===== src/rtl/i2c_pkg.sv =====
// Shared I2C definitions: target FSM states and R/W bit values.
// Used by the target and, later, the initiator.
package i2c_pkg;

  typedef enum logic [3:0] {
    IDLE,
    ADDR,
    ADDR_ACK,
    PTR,
    PTR_ACK,
    WDATA,
    WDATA_ACK,
    RDATA,
    MACK,
    IGNORE
  } state_t;

  localparam logic RW_WRITE = 1'b0;
  localparam logic RW_READ  = 1'b1;

endpackage


===== src/rtl/i2c_bus_sync.sv =====
// SCL/SDA synchronizers with edge and START/STOP detection.
// Synchronizers reset to 1 so an idle bus produces no edges.
module i2c_bus_sync #(
  parameter int SYNC_LEN = 2
) (
  input  logic clk,
  input  logic reset,
  input  logic i_scl,
  input  logic i_sda,
  output logic o_sda,
  output logic o_scl_rise,
  output logic o_scl_fall,
  output logic o_start,
  output logic o_stop
);

  logic [SYNC_LEN-1:0] r_scl_q;
  logic [SYNC_LEN-1:0] r_sda_q;
  logic                r_scl_p;
  logic                r_sda_p;
  logic                w_scl;
  logic                w_sda;

  assign w_scl = r_scl_q[SYNC_LEN-1];
  assign w_sda = r_sda_q[SYNC_LEN-1];

  // shift pad inputs through the sync chain, keep previous synced sample
  always_ff @(posedge clk) begin
    if (!reset) begin
      r_scl_q <= '1;
      r_sda_q <= '1;
      r_scl_p <= 1'b1;
      r_sda_p <= 1'b1;
    end else begin
      r_scl_q <= {r_scl_q[SYNC_LEN-2:0], i_scl};
      r_sda_q <= {r_sda_q[SYNC_LEN-2:0], i_sda};
      r_scl_p <= w_scl;
      r_sda_p <= w_sda;
    end
  end

  assign o_sda      = w_sda;
  assign o_scl_rise = w_scl & ~r_scl_p;
  assign o_scl_fall = ~w_scl & r_scl_p;
  assign o_start    = w_scl & r_sda_p & ~w_sda;
  assign o_stop     = w_scl & ~r_sda_p & w_sda;

endmodule


===== src/rtl/i2c_target.sv =====
// I2C target for the register bank: address match, pointer
// write, register write/read with auto-increment pointer.
module i2c_target
  import i2c_pkg::*;
#(
  parameter logic [6:0] DEV_ADDR = 7'h42,
  parameter int         SYNC_LEN = 2
) (
  input  logic       clk,
  input  logic       reset,
  input  logic       scl_in,
  input  logic       sda_in,
  output logic       sda_oe,
  output logic [7:0] reg_addr,
  output logic [7:0] reg_wdata,
  output logic       reg_wr,
  output logic       reg_rd,
  input  logic [7:0] reg_rdata,
  output logic       busy
);

  logic w_sda, w_rise, w_fall, w_start, w_stop;

  i2c_bus_sync #(.SYNC_LEN(SYNC_LEN)) u_sync (
    .clk        (clk),
    .reset      (reset),
    .i_scl      (scl_in),
    .i_sda      (sda_in),
    .o_sda      (w_sda),
    .o_scl_rise (w_rise),
    .o_scl_fall (w_fall),
    .o_start    (w_start),
    .o_stop     (w_stop)
  );

  state_t     r_state, w_state_n;
  logic [2:0] r_bitcnt, w_bitcnt_n;
  logic       r_ack, w_ack_n;
  logic [7:0] r_shift, w_shift_n;
  logic       r_rw, w_rw_n;
  logic       r_oe, w_oe_n;
  logic [7:0] r_addr, w_addr_n;
  logic [7:0] r_wdata, w_wdata_n;
  logic       r_busy, w_busy_n;
  logic       r_wr, w_wr_n;
  logic       r_rd, w_rd_n;
  logic       r_rd_d;
  logic [7:0] w_byte;

  assign w_byte = {r_shift[6:0], w_sda};

  // state register
  always_ff @(posedge clk) begin
    if (!reset) r_state <= IDLE;
    else        r_state <= w_state_n;
  end

  // next-state and datapath decisions; r_ack marks the ACK half of a byte
  always_comb begin
    w_state_n  = r_state;
    w_bitcnt_n = r_bitcnt;
    w_ack_n    = r_ack;
    w_shift_n  = r_shift;
    w_rw_n     = r_rw;
    w_oe_n     = r_oe;
    w_addr_n   = r_addr;
    w_wdata_n  = r_wdata;
    w_busy_n   = r_busy;
    w_wr_n     = 1'b0;
    w_rd_n     = 1'b0;
    if (r_wr) w_addr_n = r_addr + 8'd1;
    if (r_rd_d) w_shift_n = reg_rdata;
    if (w_stop) begin
      w_state_n  = IDLE;
      w_oe_n     = 1'b0;
      w_busy_n   = 1'b0;
      w_bitcnt_n = 3'd0;
      w_ack_n    = 1'b0;
    end else if (w_start) begin
      w_state_n  = ADDR;
      w_oe_n     = 1'b0;
      w_busy_n   = 1'b1;
      w_bitcnt_n = 3'd0;
      w_ack_n    = 1'b0;
    end else begin
      unique case (r_state)
        IDLE: begin
        end
        ADDR: if (w_rise) begin
          w_shift_n  = w_byte;
          w_bitcnt_n = r_bitcnt + 3'd1;
          if (r_bitcnt == 3'd7) begin
            w_rw_n    = w_sda;
            w_ack_n   = 1'b0;
            w_state_n = (r_shift[6:0] == DEV_ADDR) ? ADDR_ACK : IGNORE;
          end
        end
        ADDR_ACK: begin
          if (w_rise && r_ack && r_rw == RW_READ) w_rd_n = 1'b1;
          if (w_fall) begin
            if (!r_ack) begin
              w_oe_n  = 1'b1;
              w_ack_n = 1'b1;
            end else begin
              w_ack_n    = 1'b0;
              w_bitcnt_n = 3'd0;
              if (r_rw == RW_READ) begin
                w_oe_n    = ~r_shift[7];
                w_state_n = RDATA;
              end else begin
                w_oe_n    = 1'b0;
                w_state_n = PTR;
              end
            end
          end
        end
        PTR, WDATA: if (w_rise) begin
          w_shift_n  = w_byte;
          w_bitcnt_n = r_bitcnt + 3'd1;
          if (r_bitcnt == 3'd7) begin
            w_ack_n = 1'b0;
            if (r_state == WDATA) begin
              w_wr_n    = 1'b1;
              w_wdata_n = w_byte;
              w_state_n = WDATA_ACK;
            end else begin
              w_state_n = PTR_ACK;
            end
          end
        end
        PTR_ACK, WDATA_ACK: if (w_fall) begin
          if (!r_ack) begin
            w_oe_n  = 1'b1;
            w_ack_n = 1'b1;
          end else begin
            w_oe_n     = 1'b0;
            w_ack_n    = 1'b0;
            w_bitcnt_n = 3'd0;
            w_state_n  = WDATA;
            if (r_state == PTR_ACK) w_addr_n = r_shift;
          end
        end
        RDATA: begin
          if (w_rise) begin
            w_shift_n  = {r_shift[6:0], 1'b0};
            w_bitcnt_n = r_bitcnt + 3'd1;
            if (r_bitcnt == 3'd7) begin
              w_ack_n   = 1'b0;
              w_state_n = MACK;
            end
          end else if (w_fall) begin
            w_oe_n = ~r_shift[7];
          end
        end
        MACK: begin
          if (w_fall) begin
            if (!r_ack) begin
              w_oe_n = 1'b0;
            end else begin
              w_oe_n     = ~r_shift[7];
              w_ack_n    = 1'b0;
              w_bitcnt_n = 3'd0;
              w_state_n  = RDATA;
            end
          end else if (w_rise && !r_ack) begin
            if (!w_sda) begin
              w_addr_n = r_addr + 8'd1;
              w_rd_n   = 1'b1;
              w_ack_n  = 1'b1;
            end else begin
              w_state_n = IGNORE;
            end
          end
        end
        IGNORE: w_oe_n = 1'b0;
        default: w_state_n = IDLE;
      endcase
    end
  end

  // datapath registers; reset releases SDA and clears strobes at once
  always_ff @(posedge clk) begin
    if (!reset) begin
      r_bitcnt <= 3'd0;
      r_ack    <= 1'b0;
      r_shift  <= 8'd0;
      r_rw     <= RW_WRITE;
      r_oe     <= 1'b0;
      r_addr   <= 8'd0;
      r_wdata  <= 8'd0;
      r_busy   <= 1'b0;
      r_wr     <= 1'b0;
      r_rd     <= 1'b0;
      r_rd_d   <= 1'b0;
    end else begin
      r_bitcnt <= w_bitcnt_n;
      r_ack    <= w_ack_n;
      r_shift  <= w_shift_n;
      r_rw     <= w_rw_n;
      r_oe     <= w_oe_n;
      r_addr   <= w_addr_n;
      r_wdata  <= w_wdata_n;
      r_busy   <= w_busy_n;
      r_wr     <= w_wr_n;
      r_rd     <= w_rd_n;
      r_rd_d   <= r_rd;
    end
  end

  assign sda_oe    = r_oe;
  assign reg_addr  = r_addr;
  assign reg_wdata = r_wdata;
  assign reg_wr    = r_wr;
  assign reg_rd    = r_rd;
  assign busy      = r_busy;

endmodule

===== config.mk =====
export PLATFORM = sky130hd
export DESIGN_NAME = i2c_target
export DESIGN_NICKNAME = d
export VERILOG_FILES = /design/src/rtl/i2c_pkg.sv /design/src/rtl/i2c_bus_sync.sv /design/src/rtl/i2c_target.sv
export SDC_FILE = /design/constraint.sdc
export NUM_CORES = 1
export LEC_CHECK = 0
export ABC_AREA = 1
export CELL_PAD_IN_SITES_DETAIL_PLACEMENT = 1
export CELL_PAD_IN_SITES_GLOBAL_PLACEMENT = 1
export CORE_ASPECT_RATIO = 1.1
export CORE_UTILIZATION = 37
export CTS_BUF_LIST = sky130_fd_sc_hd__clkbuf_2 sky130_fd_sc_hd__clkbuf_4 sky130_fd_sc_hd__clkbuf_8
export DETAILED_ROUTE_END_ITERATION = 10
export GPL_TIMING_DRIVEN = 0
export PLACE_DENSITY_LB_ADDON = 0.1
export SYNTH_ARGS = -nofsm -noshare
export SYNTH_HDL_FRONTEND = slang
export SYNTH_SLANG_ARGS = --single-unit

===== constraint.sdc =====
create_clock -name clk -period 1.6 [get_ports clk]
set_clock_uncertainty 0.2 [all_clocks]
set_input_delay 0.16 -clock clk [delete_from_list [all_inputs] [get_ports clk]]
set_output_delay 0.16 -clock clk [all_outputs]
set_load 0.005 [all_outputs]

placement.png
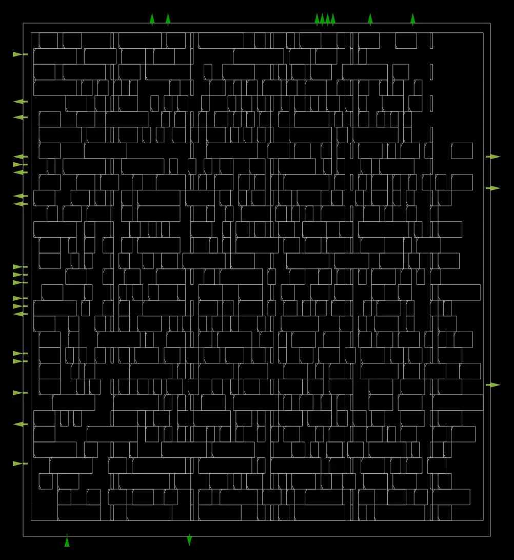
proportion of cell area occupied by registers: 0.236
Finished Layout Cells: 537
num tapcells: 82
Cell Rows: 31
total of fill cells in the finished design: 831

layer_met2.png
Cells faint in the background.
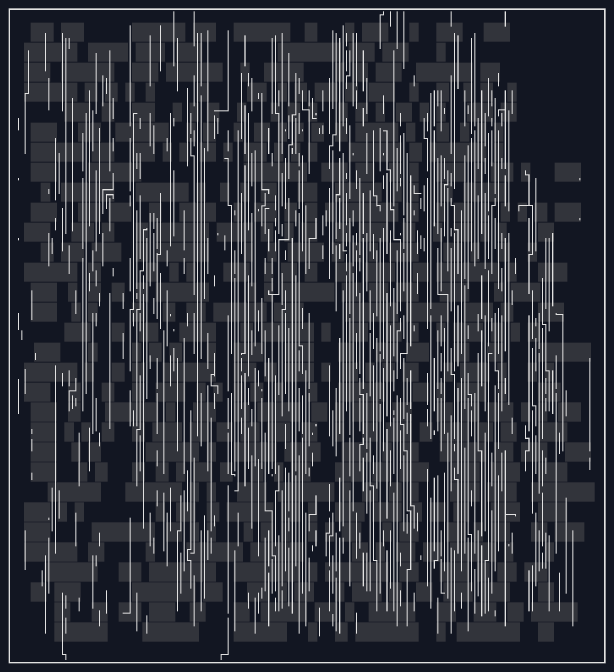
wire length on this layer = 5230 um
main direction = vertical
GRT met2 Usage: 0.461
routed vias: 2935
routed wire length: 10300 um

logic_types.png
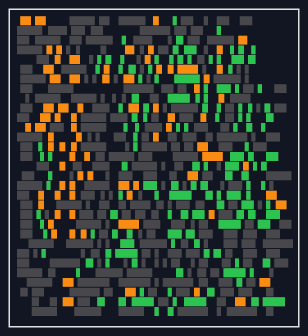
orange -> aoi and oai cells  # cells 79
green -> nand cells  # cells 138

==> results.cfg <==
; synthesis and place-and-route metrics
[outcome]
status = complete, but fails checks
violations = negative setup slack

[final_timing]
layout_setup_ws_ns = -0.218
fmax_ghz = 0.550
grt_setup_unrepaired = yes
relSlewSlack = 0.609
holdWs_ns = 0.0991
final.period_utilization = 1.14
setup_violations = 35

[drt]
wl_met2_um = 5230
viasPerCell = 5.47
wl_per_cell_um = 19.1
met1_length_um = 4270
drc = 0
drt-initial-drc-count = 139

[cells_and_area]
nonClkBufAreaFrac = 0.186
comb_share = 0.475
clk_share = 0.0236
nets = 469
comb_cells = 278

[clock_network]
clk_pin_slew_ns = 0.10
cts_hold_buf = 0
clockBufferDepth = 2

[setup_path]
rr_worst_depth = 10
crit_required_ns = 1.65
worstSetupEndpointType = register
r2r_slack_ns = -0.22

[grt]
grtUsageTotal = 0.264
grtUsageMet1 = 0.330
grt_overflow_total = 0

[power_and_ir_drop]
top_power_group = combinational logic
p_clk_uw = 780

[hold_path]
whs_path_depth = 3

[logic_synthesis]
yosys.area_share.xor_xnor = 0.0139
simple_gate_share = 0.370
synth-async-reset-ratio = 0
synth_top_flop_cell = dfxtp_1
synth.avg_cell_area_um2 = 6.74

[floorplanning]
die-width_um = 80.8
placement_by_type.png
The bar under the picture is 20 um long.
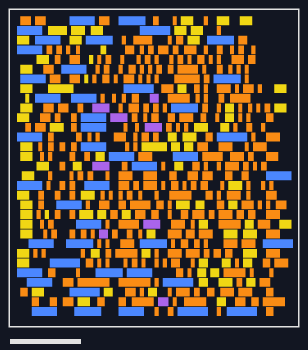
blue -> sequential cells  # cells 44
orange -> combinational and other logic  # cells 324
purple -> clock drivers and dummy loads  # cells 8
yellow -> remaining buffers and delay cells  # cells 79
Finished Cell Area: 0.00392 mm^2
CORE AREA: 0.00659 mm^2
fin util: 0.594

clk_routes.png
The bar under the picture is 20 um long.
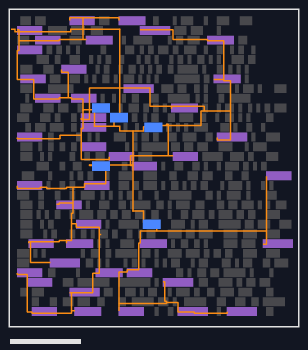
blue -> clock drivers  # count 5
orange -> clock wires  # length 706 um
purple -> flip-flops  # count 44
routed clock nets = 6

## stage by stage
stage	area, um^2	utilization	power (uW)	cells
after detailed placement	2930	0.445	2610	487
after global routing	3920	0.594	4450	537
after global placement	2930	0.445	2590	487
after floorplan	2530	-	2220	375
after CTS	3520	0.534	3760	517
final	3920	0.594	4240	537
## cells by family after synthesis
logic type | count (synthesis)
simple gates | 191
xor+xnor | 4
flops | 44
buf+inv | 53
fa+ha+maj | 3
compound gates | 80
## worst max-delay path by stage
stage	from	endpoint	slack, ns	depth (start not counted)
floorplan	r_state[3]$_SDFFE_PP0P_	reg_addr[1]$_SDFF_PN0_	0.006	9
global placement	reset	reg_rd$_SDFF_PP0_	-0.62	5
detailed placement	reset	reg_rd$_SDFF_PP0_	-0.64	5
CTS	u_sync.r_scl_q[1]$_SDFF_PN1_	reg_wdata[6]$_SDFFE_PN0P_	-0.12	10
global route	u_sync.r_scl_q[1]$_SDFF_PN1_	reg_wdata[7]$_SDFFE_PN0P_	-0.28	10
finish	reg_addr[0]$_SDFF_PN0_	reg_addr[6]$_SDFF_PN0_	-0.22	10
## flip-flops by register name, indices dropped and copies added (netlist names)
name / flops
r_rd_d: 1
u_sync.r_scl_p: 1
reg_wdata: 8
sda_oe: 1
busy: 1
reg_addr: 8
r_bitcnt: 3
reg_wr: 1
r_rw: 1
r_shift: 8
u_sync.r_scl_q: 2
r_state: 4
u_sync.r_sda_p: 1
reg_rd: 1
u_sync.r_sda_q: 2
r_ack: 1
## worst max-delay path: stages, from the launching register on
cell	delay (ns)
dfxtp_2	0.40
ha_2	0.22
nand3_2	0.12
nor2_1	0.13
xor2_1	0.24
nand2_1	0.10
nand2_1	0.11
nand2_1	0.07
nand2_1	0.06
nand2_1	0.05
nand2_1	0.06
Power is estimated from default activity; no workload was simulated.
